$ cat config.mk
export PLATFORM = sky130hd
export DESIGN_NAME = operand_sequencer
export DESIGN_NICKNAME = d
export VERILOG_FILES = /design/src/rtl/operand_sequencer.sv
export SDC_FILE = /design/constraint.sdc
export NUM_CORES = 1
export LEC_CHECK = 0
export CAP_MARGIN = 20
export CORE_AREA = 2 2 87 106
export CTS_BUF_LIST = sky130_fd_sc_hd__clkbuf_8
export CTS_CLUSTER_DIAMETER = 60
export DETAILED_ROUTE_END_ITERATION = 10
export DIE_AREA = 0 0 89 108
export DONT_BUFFER_PORTS = 1
export HOLD_SLACK_MARGIN = 0.06
export PLACE_DENSITY = 0.69
export SLEW_MARGIN = 20
export SYNTH_ARGS = -nofsm -noshare
export SYNTH_HDL_FRONTEND = slang
export SYNTH_SLANG_ARGS = --single-unit
export TNS_END_PERCENT = 5
$ cat constraint.sdc
create_clock -name clk -period 3.7 [get_ports clk]
set_clock_uncertainty 0.05 [all_clocks]
set_input_delay 0.555 -clock clk [delete_from_list [all_inputs] [get_ports clk]]
set_output_delay 0.555 -clock clk [all_outputs]
set_load 0.05 [all_outputs]
$ cat src/rtl/operand_sequencer.sv
// operand_sequencer: host-side transmitter that loads x, dx, a, u onto a shared bus with one-hot
// strobes s1..s4, then runs the ready/valid handshake. Optional WAIT_VALID watchdog: OPSEQ_TIMEOUT_EN.
module operand_sequencer #(
  parameter int WIDTH   = 16,
  parameter int HOLD    = 2,
  parameter int TIMEOUT = 1024
) (
  input  logic             clk,
  input  logic             reset,
  input  logic             start,
  input  logic [WIDTH-1:0] x_in,
  input  logic [WIDTH-1:0] dx_in,
  input  logic [WIDTH-1:0] a_in,
  input  logic [WIDTH-1:0] u_in,
  input  logic [3:0]       ctrl_state,
  input  logic             valid,
  input  logic [WIDTH-1:0] y_in,
  output logic [WIDTH-1:0] data_out,
  output logic             s1,
  output logic             s2,
  output logic             s3,
  output logic             s4,
  output logic             ready,
  output logic             busy,
  output logic             done,
  output logic [WIDTH-1:0] y_out,
  output logic             err
);

  localparam int                HOLD_W     = (HOLD > 32'sd1) ? $clog2(HOLD) : 1;
  localparam logic [HOLD_W-1:0] HOLD_LAST  = HOLD_W'(HOLD - 32'sd1);
  localparam logic [3:0]        READ_STATE = 4'd1;

  if (HOLD < 32'sd1 || TIMEOUT < 32'sd1) begin : g_bad_param
    $error("operand_sequencer: HOLD and TIMEOUT must be at least 1");
  end

  typedef enum logic [2:0] {
    ST_IDLE       = 3'd0,
    ST_WAIT_READ  = 3'd1,
    ST_SEND       = 3'd2,
    ST_GAP        = 3'd3,
    ST_READY      = 3'd4,
    ST_WAIT_VALID = 3'd5,
    ST_DONE       = 3'd6
  } state_t;

  state_t            state_r;
  state_t            next_state_s;
  logic [1:0]        idx_r;
  logic [HOLD_W-1:0] hold_cnt_r;
  logic [WIDTH-1:0]  op_r [4];
  logic              in_read_s;
  logic              hold_last_s;
  logic              timeout_s;
  logic [3:0]        strobe_s;
  logic              ready_s;
  logic              busy_s;
  logic              done_s;
  logic [WIDTH-1:0]  data_s;

  assign in_read_s   = (ctrl_state == READ_STATE);
  assign hold_last_s = (hold_cnt_r == HOLD_LAST);

`ifdef OPSEQ_TIMEOUT_EN
  localparam int              TO_W    = $clog2(TIMEOUT + 32'sd1);
  localparam logic [TO_W-1:0] TO_LAST = TO_W'(TIMEOUT - 32'sd1);

  logic [TO_W-1:0] to_cnt_r;

  assign timeout_s = (state_r == ST_WAIT_VALID) && !valid && (to_cnt_r == TO_LAST);

  // Watchdog counter, live only while waiting for valid
  always_ff @(posedge clk or posedge reset) begin
    if (reset) begin
      to_cnt_r <= '0;
    end else if (state_r == ST_WAIT_VALID) begin
      to_cnt_r <= to_cnt_r + TO_W'(1'b1);
    end else begin
      to_cnt_r <= '0;
    end
  end

  // Sticky timeout flag, cleared by the next accepted start
  always_ff @(posedge clk or posedge reset) begin
    if (reset) begin
      err <= 1'b0;
    end else if (state_r == ST_IDLE && start) begin
      err <= 1'b0;
    end else if (timeout_s) begin
      err <= 1'b1;
    end else begin
      err <= err;
    end
  end
`else
  assign timeout_s = 1'b0;
  assign err       = 1'b0;
`endif

  // State register
  always_ff @(posedge clk or posedge reset) begin
    if (reset) begin
      state_r <= ST_IDLE;
    end else begin
      state_r <= next_state_s;
    end
  end

  // Next-state logic; losing the read state during SEND/GAP abandons the load
  always_comb begin
    next_state_s = state_r;
    case (state_r)
      ST_IDLE:       if (start) next_state_s = ST_WAIT_READ; else next_state_s = ST_IDLE;
      ST_WAIT_READ:  if (in_read_s) next_state_s = ST_SEND; else next_state_s = ST_WAIT_READ;
      ST_SEND: begin
        if (!in_read_s)       next_state_s = ST_IDLE;
        else if (hold_last_s) next_state_s = ST_GAP;
        else                  next_state_s = ST_SEND;
      end
      ST_GAP: begin
        if (!in_read_s)          next_state_s = ST_IDLE;
        else if (idx_r == 2'd3)  next_state_s = ST_READY;
        else                     next_state_s = ST_SEND;
      end
      ST_READY:      if (!in_read_s) next_state_s = ST_WAIT_VALID; else next_state_s = ST_READY;
      ST_WAIT_VALID: begin
        if (valid)          next_state_s = ST_DONE;
        else if (timeout_s) next_state_s = ST_IDLE;
        else                next_state_s = ST_WAIT_VALID;
      end
      ST_DONE:       next_state_s = ST_IDLE;
      default:       next_state_s = ST_IDLE;
    endcase
  end

  // Output decode of the current state, registered below
  always_comb begin
    strobe_s = 4'b0000;
    ready_s  = 1'b0;
    done_s   = 1'b0;
    busy_s   = (state_r != ST_IDLE);
    data_s   = data_out;
    case (state_r)
      ST_SEND: begin
        strobe_s = 4'b0001 << idx_r;
        data_s   = op_r[idx_r];
      end
      ST_READY: ready_s = 1'b1;
      ST_DONE:  done_s  = 1'b1;
      default:  strobe_s = 4'b0000;
    endcase
  end

  // Registered outputs
  always_ff @(posedge clk or posedge reset) begin
    if (reset) begin
      {s4, s3, s2, s1} <= 4'b0000;
      ready            <= 1'b0;
      busy             <= 1'b0;
      done             <= 1'b0;
      data_out         <= '0;
    end else begin
      {s4, s3, s2, s1} <= strobe_s;
      ready            <= ready_s;
      busy             <= busy_s;
      done             <= done_s;
      data_out         <= data_s;
    end
  end

  // Operand latch, send index, hold counter and result capture
  always_ff @(posedge clk or posedge reset) begin
    if (reset) begin
      op_r[0]    <= '0;
      op_r[1]    <= '0;
      op_r[2]    <= '0;
      op_r[3]    <= '0;
      idx_r      <= 2'd0;
      hold_cnt_r <= '0;
      y_out      <= '0;
    end else begin
      case (state_r)
        ST_IDLE: begin
          idx_r      <= 2'd0;
          hold_cnt_r <= '0;
          if (start) begin
            op_r[0] <= x_in;
            op_r[1] <= dx_in;
            op_r[2] <= a_in;
            op_r[3] <= u_in;
          end
        end
        ST_WAIT_READ:  idx_r <= 2'd0;
        ST_SEND:       hold_cnt_r <= (next_state_s == ST_SEND) ? hold_cnt_r + HOLD_W'(1'b1) : '0;
        ST_GAP:        if (idx_r != 2'd3) idx_r <= idx_r + 2'd1;
        ST_WAIT_VALID: if (valid) y_out <= y_in;
        default:       idx_r <= idx_r;
      endcase
    end
  end

endmodule

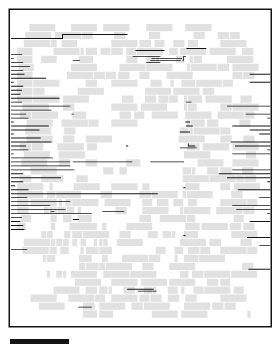
Fig. 1. Met3 routing (run 1).
Scale bar: 20 µm.
share of all routed wire = 9.3%
nets with wire on the layer = 83
main direction = horizontal

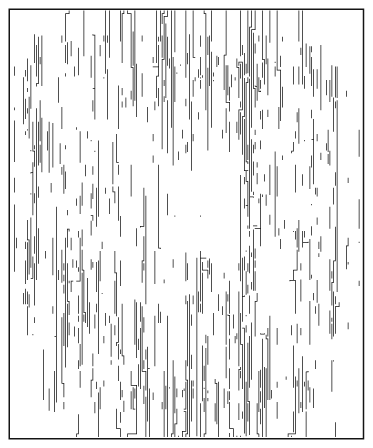
Fig. 2. Signal wires on met2 (run 1).
wire length on this layer = 3950 µm
share of all routed wire = 45%

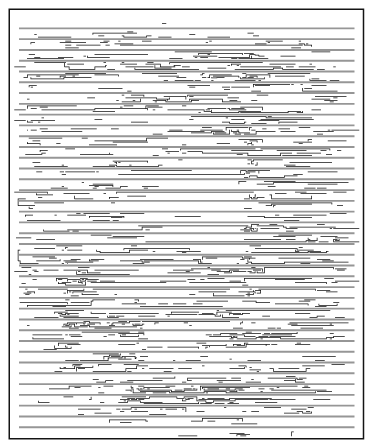
Fig. 3. The metal 1 layer (run 1).
Supply wires on this layer in gray.
wire length on this layer = 3800 µm
longest straight run = 46.0 µm
main direction = horizontal
share of all routed wire = 44%

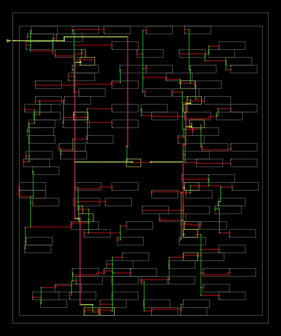
Fig. 4. Clock wiring as the flow saved it (run 1).
Seq Cell Count: 109
# clk buffers: 13

==> changes_impl.md, run 1 <==
### Physical design

- Data arrival, critical path: 2.42 ns
- Syn Inst Count: 318
- Data buffer area share: 0.006148
- PwrDens: just over 900 nW/µm²
- WP data required: 3.90 ns
- Place WS: 1.463 ns
- Sequential cell area: around 2700 µm²
- H-tree Lvls: 3
- Flip-flops with a built-in enable: 0
- Residual DRC: 0
- Post-layout period usage of the worst path: 0.6016
- Top cells by area, synth: dfrtp_1 (59%), mux2_1 (12%), mux2i_1 (7.1%)
- Wirelength per Cell: 19.96 µm
- Reg-to-reg setup timing slack: about 1.5 ns
- CP Capture Type: flop
- Antenna-violating nets left: 0
- Simple-gate portion of the synthesized area: 0.04981
- Hold Path Class: input pin to async pin
- Compound Share, Synth: 0.04146
- Core Util at FP: 0.5455
- Design Area, Final: around 4900 µm²
- Synth cell count leaders: dfrtp_1 (109), mux2_1 (49), mux2i_1 (33)
- Yosys chip area: approximately 4600 µm²
- Synth Flop Type: dfrtp_1
- Busiest grt layer: met2
- Fin nets: 405
- Placed cell areas: 4687 µm²
- Yosys cell count: 318
- Bufs on Longest Clock Path: 2
- Layout fillers: 704
- Slew margin rel.: 0.3880
- Post-CTS sizing: 0
- Die Span Y: 108 µm
- PnR Total Power: between 0.004 and 0.005 W
- Synth Area per Inst: about 15 µm²
- Reg2reg start: state_r[2]
- Dpl cells: 419
- Dominant comb cell: multiplexers
- I/O pins: 128
- First-pass GRT wire length: roughly 14000 µm
- Num rows: 37
- CTS clk-pin slew, worst paths: 0.09 ns
- Adder Area Share: 0.01077
- Ant diodes: 3
- Hold Vio Cnt, Final: 0
- M2 GR Usage: 0.2830
- Top area contributor share: 0.5870
- GPL Wtd Cong: 0.7877
- Max frequency: approximately 450 MHz
- Tot GR Track Use: 0.1905
- Buffers on Ports: 0
- RSZ-0062 raised after global routing: no
- Post-synthesis register bit count: between 100 and 150
- OpenROAD warnings: 29
- Cell type with the largest total area: dfrtp_1
- Status: completed
- Leak pwr: 2.103 nW
- Signal inverters: 5
- Multi-input gates: 184
- DP Wirelength: ~6100 µm
- WL final: between 8000 and 9000 µm
- Crit-path max FO: roughly 64
- Initial DRC count: 110
- Fraction of layout cells with a size suffix above 1: 0.1667
- Seq area share: 0.5587
- Max IR drop VDD: 0.5521 mV
- Largest net degree at the start of global routing: 78
- Critical path type: flop to flop
- Area growth syn-to-layout: 5.116%
- Post-route setup slack: between 1 and 1.5 ns
- Async SR Flop Fraction: 1.000
- Die Span X: between 80 and 90 µm
- Worst Setup Start Kind: flop
- CTS hold repair buffers: 0
- # Taps: 117
- Synthesized area: 4647 µm²
- Worst setup path startpoint: state_r[2]
- Xor+xnor area frac: 0.001885
- Post-CTS Setup Bufs: 0
- Critical Path End: op_r[54]
- Initial antenna violation count: 4
- Late-Pin Clk Latency: 0.36 ns
- Global Route met1 Usage: 0.2541
- Fin cells: 438
- ClkCell Share: 0.03893
- GRT overflow: 0
- Yosys warnings: 0
- Worst Tran Pin Value: 0.9179 ns
- Buffers, non-clock: 4
- Sink Count: 109
- Synth Seq Share: 0.5870
- Final min period: 2.226 ns
- Combinational share of cell area: 0.3604
- Cell Type Count: 33
- Setup TNS: 0 ns
- Grt met3 use: 0.06260
- Vias in the first global route: 2709
- Num CTS Buffers: 9
- Vias: roughly 2.5k
- Slew Viols, Final: 0
- Root Buffer: clkbuf_8
- Multiplexer share: 0.2722
==> run 1: placed cells by master (no fill, tap or decap), drive strengths merged <==
master,netlist,routed
diode,0,3
xor2,1,1
or3,1,1
nor2,4,4
dfrtp,109,109
a31oi,2,2
and3,5,5
nor3b,1,1
nand4b,2,2
nand2,19,19
mux2i,33,33
a21oi,2,2
mux2,80,80
buf,18,4
inv,5,8
nand4,1,1
o41ai,1,1
nand3,2,2
o22ai,1,1
clkbuf,2,13
o21ai,3,3
or3b,1,1
o221ai,16,16
ha,4,4
nor4b,2,2
nand2b,1,1
or4b,1,1
conb,1,1
==> run 1: how the worst min path moves through the flow <==
stage | startpoint | to | slack (ns) | cells after the start
finish | reset | y_out[1] | 0.20 | 1
CTS | reset | y_out[1] | 0.24 | 1
global route | dx_in[1] | op_r[33] | 0.25 | 1
global placement | op_r[28] | op_r[28] | 0.42 | 1
detailed placement | op_r[24] | op_r[24] | 0.43 | 1
floorplan | op_r[16] | op_r[16] | 0.41 | 1
==> run 1: registers in the layout (all words and copies together), names as in the netlist <==
register    count
s4              1
s3              1
state_r         3
busy            1
y_out          16
s1              1
op_r           64
idx_r           2
hold_cnt_r      1
ready           1
data_out       16
s2              1
done            1
==> run 1: per-layer routing <==
layer,share of wire,vias to the layer above
met2,0.45,114
met5,0.0014,-
met4,0.019,2
met1,0.44,1255
met3,0.092,15
li1,-,1132
==> run 1: worst max-delay path, stage by stage (launching register included) <==
cell and delay, ns:
dfrtp_1 0.55, nor4b_4 0.36, buf_4 0.71, mux2_2 0.41
==> run 1: power by group <==
group	switching (W)	internal (W)	leakage, nW
clock	0.000365	0.000312	0.109
sequential	0.00100	0.00173	1.33
combinational	0.000449	0.000583	0.667
==> run 1 -> run 2 <==
- clock period: 3.7 -> 2.2 ns (I/O delays scaled with it)
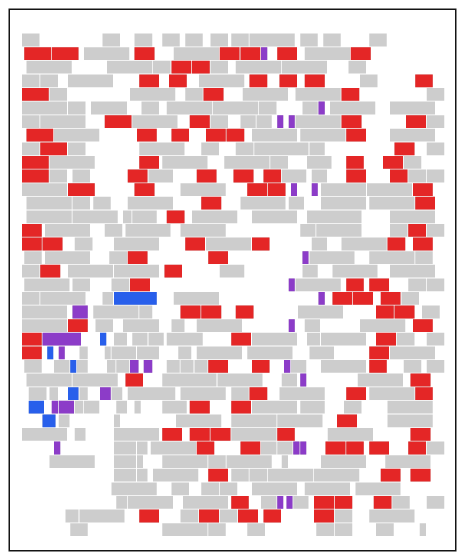
Fig. 5. Gate families picked out (run 2).
red -> multiplexers  # cells 113, where spread over the die
blue -> NOR gates  # cells 7
purple -> NAND gates  # cells 25
fin cells: 521
Commonest Layout Cell: dfrtp_1
combinational share of cell area: 0.3031

==> run 2 against run 1 <==
Core utilization rose by 11 points. Cell count rose by 19%. Clock power rose by 110%. Maximum frequency rose by 26%. Power rose by 78%. Routed wire length rose by 10%. Largest power group unchanged.
==> changes_impl.md, run 2 <==
### Physical design

- Hold Vio Cnt, Final: 0
- Top Layout Cells: dfrtp_1 (108), dlygate4sd3_1 (79), mux2_1 (49)
- OpenROAD warnings: 29
- Post-synthesis register bit count: 109
- Worst r2r path cells: 3
- Grt met3 use: 0.06489
- Core Util at FP: 0.5455
- Setup TNS: 0 ns
- Largest net degree at the start of global routing: 50
- Yosys chip area: 4647 µm²
- Hold Path Class: input pin to flop
- Wirelength per Cell: between 15 and 20 µm
- Bufs on Longest Clock Path: 2
- Max IR drop VDD: roughly 1.1 mV
- Synth Seq Share: 0.5870
- Met1 wire length: 4015 µm
- Worst Tran Pin Value: 0.6917 ns
- Max frequency: 567.1 MHz
- Synth Flop Type: dfrtp_1
- Global Route met1 Usage: 0.2671
- Post-route setup slack: 0.4365 ns
- Cell Type Count: 33
- Number of flip-flops in the largest register: 64
- H-tree Lvls: 3
- CTS hold repair buffers: approximately 74
- Reg-to-reg setup timing slack: about 0.44 ns
- Flop pwr share: 0.571
- Slew Viols, Final: 0
- Slowest CP cell: dfrtp_1
- Ant diodes: 0
- Antenna-violating nets left: 0
- CP Buf/Inv Count: 1
- ClkCell Share: 0.04115
- Crit path max-delay family: flip-flops
- Routed wl met2: 4791 µm
- Area growth syn-to-layout: 24.99%
- Switching share of power: 0.3949
- Top cells by area, synth: dfrtp_1 (59%), mux2_1 (12%), mux2i_1 (7.1%)
- Seq Cell Count: 109
- Num rows: 37
- Synthesized area: 4647 µm²
- Flip-flops with a built-in enable: 0
- Final min period: 1.763 ns
- Top reg by flops: op_r
- RSZ-0062 raised after global routing: no
- Top area contributor share: 0.5870
- Sink of the worst hold path: y_out[12]
- Data buffer area share: 0.1568
- Hold Path Stages: 1
- Die Span Y: between 100 and 150 µm
- Place WS: between 0.4 and 0.5 ns
- Max Used Layer: met4
- CTS clk-pin slew, worst paths: 0.09 ns
- DP Wirelength: 6560 µm
- # clk buffers: 9
- Sequential cell area: between 2000 and 3000 µm²
- First-pass GRT wire length: between 10000 and 15000 µm
- Late-Pin Clk Latency: ~0.36 ns
- Post-CTS sizing: 0
- Post-CTS Setup Bufs: 0
- # Taps: 117
- Signal inverters: 5
- Leak pwr: 2.486 nW
- Async SR Flop Fraction: 1.000
- Status: completed
- Multi-input gates: between 150 and 200
- WP data required: 2.39 ns
- Worst Setup Start Kind: flop
- Pint: 0.004791 W
- GRT overflow: 0
- Residual DRC: 0
- GPL Wtd Cong: between 0.7 and 0.8
- Critical path type: flop to flop
- Synth cell count leaders: dfrtp_1 (109), mux2_1 (49), mux2i_1 (33)
- Sink Count: ~110
- Chip area: 9612 µm²
- Busiest grt layer: met2
- Buffers on Ports: 0
- Metal3 WL: 679 µm
- Buffers, non-clock: 90
- Worst path max stage delay: roughly 0.44 ns
- Tot GR Track Use: 0.2062
- Fraction of layout cells with a size suffix above 1: 0.1535
- Cell Chain, Critical Path: nor4b_4, buf_4, mux2_2
- Clk pwr share: 0.175
- Cell type with the largest total area: dfrtp_1
- Layout fillers: 626
- Initial antenna violation count: 0
- Synth Area per Inst: 14.61 µm²
- Num CTS Buffers: 9
- Vias in the first global route: 2992
- Root Buffer: clkbuf_8
- Slew margin rel.: 0.5379
- Die Span X: 89 µm
- Gate power share: 0.254
- Reg2reg start: state_r[2]
- Yosys warnings: 0
- Fin nets: 491
- Dpl cells: 426
- Crit-path max FO: 26
- Post-layout period usage of the worst path: 0.8016
- CP Capture Type: flop
- Seq area share: 0.4698
- Syn Inst Count: approximately 320
- PwrDens: 1363 nW/µm²
- Data arrival, critical path: roughly 2.0 ns
- Initial DRC count: 137
- Psw: around 0.0031 W
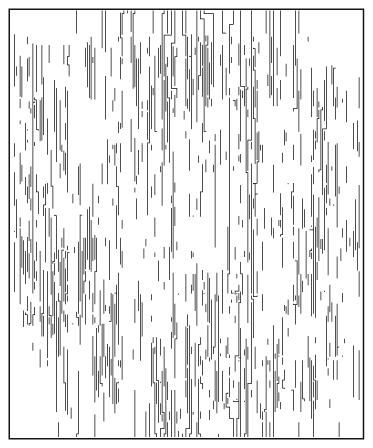
Fig. 6. Signal wires on met2 (run 2).
M2 GR Usage: 0.3326
WL final: 9630 µm
Vias: 2836

## run 2: cell counts after synthesis
No cell type changed its count.
## run 2: power groups by stage
stage,Clock (W),Sequential (W),Combinational (W)
after floorplan,0,0.00437,0.00163
after global placement,0,0.00451,0.00183
after detailed placement,0,0.00456,0.00192
after CTS,0.00142,0.00452,0.00203
after global routing,0.00152,0.00464,0.00222
final,0.00139,0.00452,0.00201
## run 2: worst max path at each step
stage	start	slack (ns)	cells past startpoint	end
final	state_r[2]	0.44	3	op_r[60]
after CTS	state_r[1]	0.44	3	op_r[60]
after floorplan	reset	0.50	1	busy
after global routing	state_r[1]	0.35	3	op_r[61]
after detailed placement	state_r[1]	0.45	3	op_r[31]
after global placement	state_r[2]	0.51	3	op_r[15]
## run 2: kinds of logic (layout without fill, tap and decap cells)
| logic type | Yosys count | in the layout | synth area share |
|---|---|---|---|
| buffers and inverters | 25 | 111 | 0.03608 |
| adder cells (fa/ha/maj) | 4 | 4 | 0.01077 |
| XOR/XNOR | 1 | 1 | 0.001885 |
| AND/OR/NAND/NOR | 40 | 40 | 0.04982 |
| flip-flops | 109 | 109 | 0.5870 |
| other | 1 | 1 | 0.0008070 |
| multiplexers | 113 | 113 | 0.2722 |
| AND-OR/OR-AND | 25 | 25 | 0.04146 |
## run 2: metrics by stage
| step | cell area (µm²) | hold slack (ns) | total power, W |
|---|---|---|---|
| 4_1_cts | 5758 | 0.06049 | 0.007971 |
| 6_report | 5808 | 0.08166 | 0.007918 |
| 3_3_place_gp | 4778 | 0.2759 | 0.006340 |
| 3_5_place_dp | 4778 | 0.2846 | 0.006476 |
| 5_1_grt | 5808 | 0.06097 | 0.008373 |
| 2_1_floorplan | 4651 | 0.4074 | 0.005994 |
Fig. 7: run 2, met3 routing
Scale bar: 20 µm.
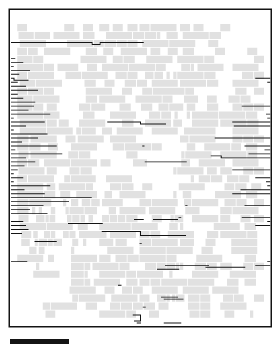

==> run 2 -> run 3 <==
- clock period: 2.2 -> 1.7 ns (I/O delays scaled with it)
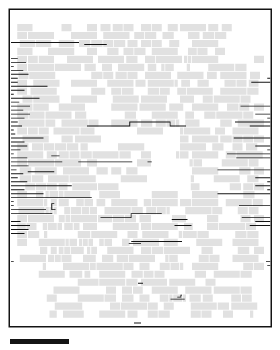
Fig. 8. Met3 routing (run 3).
Scale bar: 20 µm.
wire length on this layer = 583 µm
nets with wire on the layer = 79
main direction = horizontal
share of all routed wire = 6.2%
longest straight run = 27.4 µm

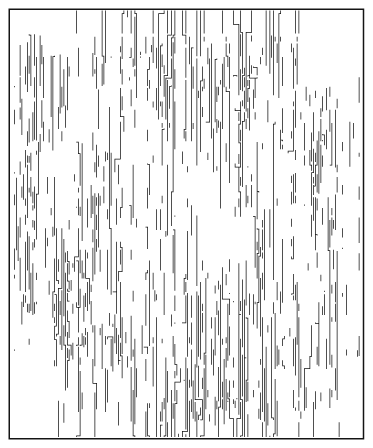
Fig. 9. Signal wires on met2 (run 3).
longest straight run = 39.3 µm
main direction = vertical

==> run 3 against run 2 <==
Count of clock-buffer cells in the layout grew 2. Register-to-register slack lost 0.37 ns. Area after synthesis is the same. Sequential cell count is the same. First-iteration DRC count shrank 18%. Routed wire length shrank 2.8%. Design area grew 0.75%. Setup slack lost 0.37 ns. Die size is the same. Synthesized cell count is the same. Combinational power grew 34%.
==> changes_impl.md, run 3 <==
### Physical design

- Residual DRC: 0
- Synthesized area: around 4600 µm²
- Initial DRC count: between 100 and 150
- Tot GR Track Use: 0.2040
- Fin nets: 498
- Yosys cell count: about 320
- Synth Area per Inst: 14.61 µm²
- Ant diodes: 0
- Root Buffer: clkbuf_8
- M2 GR Usage: 0.3278
- Synth cell count leaders: dfrtp_1 (109), mux2_1 (49), mux2i_1 (33)
- Top area contributor share: 0.5870
- Worst r2r path cells: 3
- Number of flip-flops in the largest register: 64
- Data arrival, critical path: 1.82 ns
- Place WS: 0.07508 ns
- Flip-flops with a built-in enable: 0
- H-tree Lvls: 3
- Initial antenna violation count: 0
- First-pass GRT wire length: 14950 µm
- Hold WS: 0.1108 ns
- I/O pins: 128
- Combinational power: 0.00269 W
- Syn Inst Count: 318
- Cell type with the largest total area: dfrtp_1
- Switching share of power: 0.4093
- Antenna-violating nets left: 0
- Synth Seq Share: 0.5870
- Buffers on Ports: 0
- Hold Vio Cnt, Final: 0
- Vias in the first global route: 3051
- Cell Type Count: 33
- Num CTS Buffers: 9
- Commonest Layout Cell: dfrtp_1
- Vias: approximately 2.9k
- Regs by FF count: op_r (64), data_out (16), y_out (16)
- WL final: 9362 µm
- CTS clk-pin slew, worst paths: 0.10 ns
- DP Wirelength: 6085 µm
- CP Capture Type: flop
- Max IR drop VDD: 1.045 mV
- Area growth syn-to-layout: 25.93%
- Sequential cell area: about 2700 µm²
- Worst Setup Start Kind: flop
- Post-synthesis register bit count: 109
- WP data required: 1.88 ns
- Core Util at FP: 0.5455
- RSZ-0062 raised after global routing: no
- Largest net degree at the start of global routing: 110
- Clk pwr share: 0.150
- Max frequency: between 600 and 700 MHz
- PnR Total Power: roughly 0.01 W
- Busiest grt layer: met2
- Hold Startpoint: valid
- Psw: 0.004107 W
- Setup TNS: 0 ns
- Hold Path Stages: 3
- GPL Wtd Cong: ~0.76
- Sink Count: roughly 110
- Global Route met1 Usage: 0.2767
- Yosys chip area: 4647 µm²
- Placed cell areas: 4798 µm²
- Top cells by area, synth: dfrtp_1 (59%), mux2_1 (12%), mux2i_1 (7.1%)
- Post-layout period usage of the worst path: 0.9625
- Status: completed
- Final min period: roughly 1.6 ns
- Fraction of layout cells with a size suffix above 1: 0.1582
- Hold Path Class: input pin to flop
- OpenROAD warnings: 31
- Num rows: 37
- Die Span Y: 108 µm
- Wirelength per Cell: 17.73 µm
- Async SR Flop Fraction: 1.000
- Post-route setup slack: between 0.06 and 0.07 ns
- Worst Tran Pin Value: 0.5953 ns
- Top power group: registers
- Slew Viols, Final: 0
- Top Layout Cells: dfrtp_1 (108), dlygate4sd3_1 (84), mux2_1 (49)
- P_clk: roughly 0.0015 W
- Bufs on Longest Clock Path: 2
- Design Area, Final: 5852 µm²
- PwrDens: 1715 nW/µm²
- Seq group: 0.00584 W
- Fin cells: 528
- Dpl cells: 427
- Chip area: 9612 µm²
- Slew margin rel.: 0.6031
- Pint: 0.005927 W
- Grt met3 use: 0.05344
-- run 3: cell count changes in the layout (fill, tap and decap cells not counted) --
cell           change
buf_12             +2
inv_1              -1
inv_6              +2
bufinv_16          -3
clkinv_4           -1
dlygate4sd3_1      +5
clkbuf_8           +2
inv_8              +1
-- run 3: cell type report --
| type | instances | area share |
|---|---|---|
| Multi-Input combinational cell | 184 | 0.3008 |
| Tap cell | 117 | 0.02502 |
| Timing Repair Buffer | 97 | 0.1710 |
| Clock buffer | 11 | 0.02587 |
| Sequential cell | 109 | 0.4663 |
| Clock inverter | 5 | 0.007056 |
| Inverter | 5 | 0.003849 |
-- run 3: cell families after synthesis --
kind of cell    after synthesis  synth area share
compound gates               25           0.04146
other cells                   1         0.0008070
simple gates                 40           0.04982
mux                         113            0.2722
flops                       109            0.5870
fa+ha+maj                     4           0.01077
buf+inv                      25           0.03608
xor+xnor                      1          0.001885
-- run 3: worst max-delay path: stages (launching register included) --
cell and delay (ns):
dfrtp_1 0.42, nor4b_4 0.42, buf_12 0.26, mux2_1 0.35
-- run 3: path summary, 6_finish.rpt --
check / to / slack, ns
max reg2reg: op_r[9] / 0.06
min in group asynchronous: s3 / 0.44
min reg2reg: op_r[35] / 0.44
max: op_r[9] / 0.06
max in group asynchronous: op_r[4] / 0.67
min: state_r[0] / 0.11
-- run 3: routing by layer --
metal	wire length, µm	share of wire
met1	4067	0.43
met2	4610	0.49
met3	582	0.062
met4	101	0.011
met5	0	0
-- run 3: repair_timing --
item | CTS | global route
hold buffers | 84 | 0
buffers inserted | 0 | 1
hold endpoints to repair | 190 | 0
setup endpoints to repair | 0 | 16
Power and IR drop assume default switching activity.
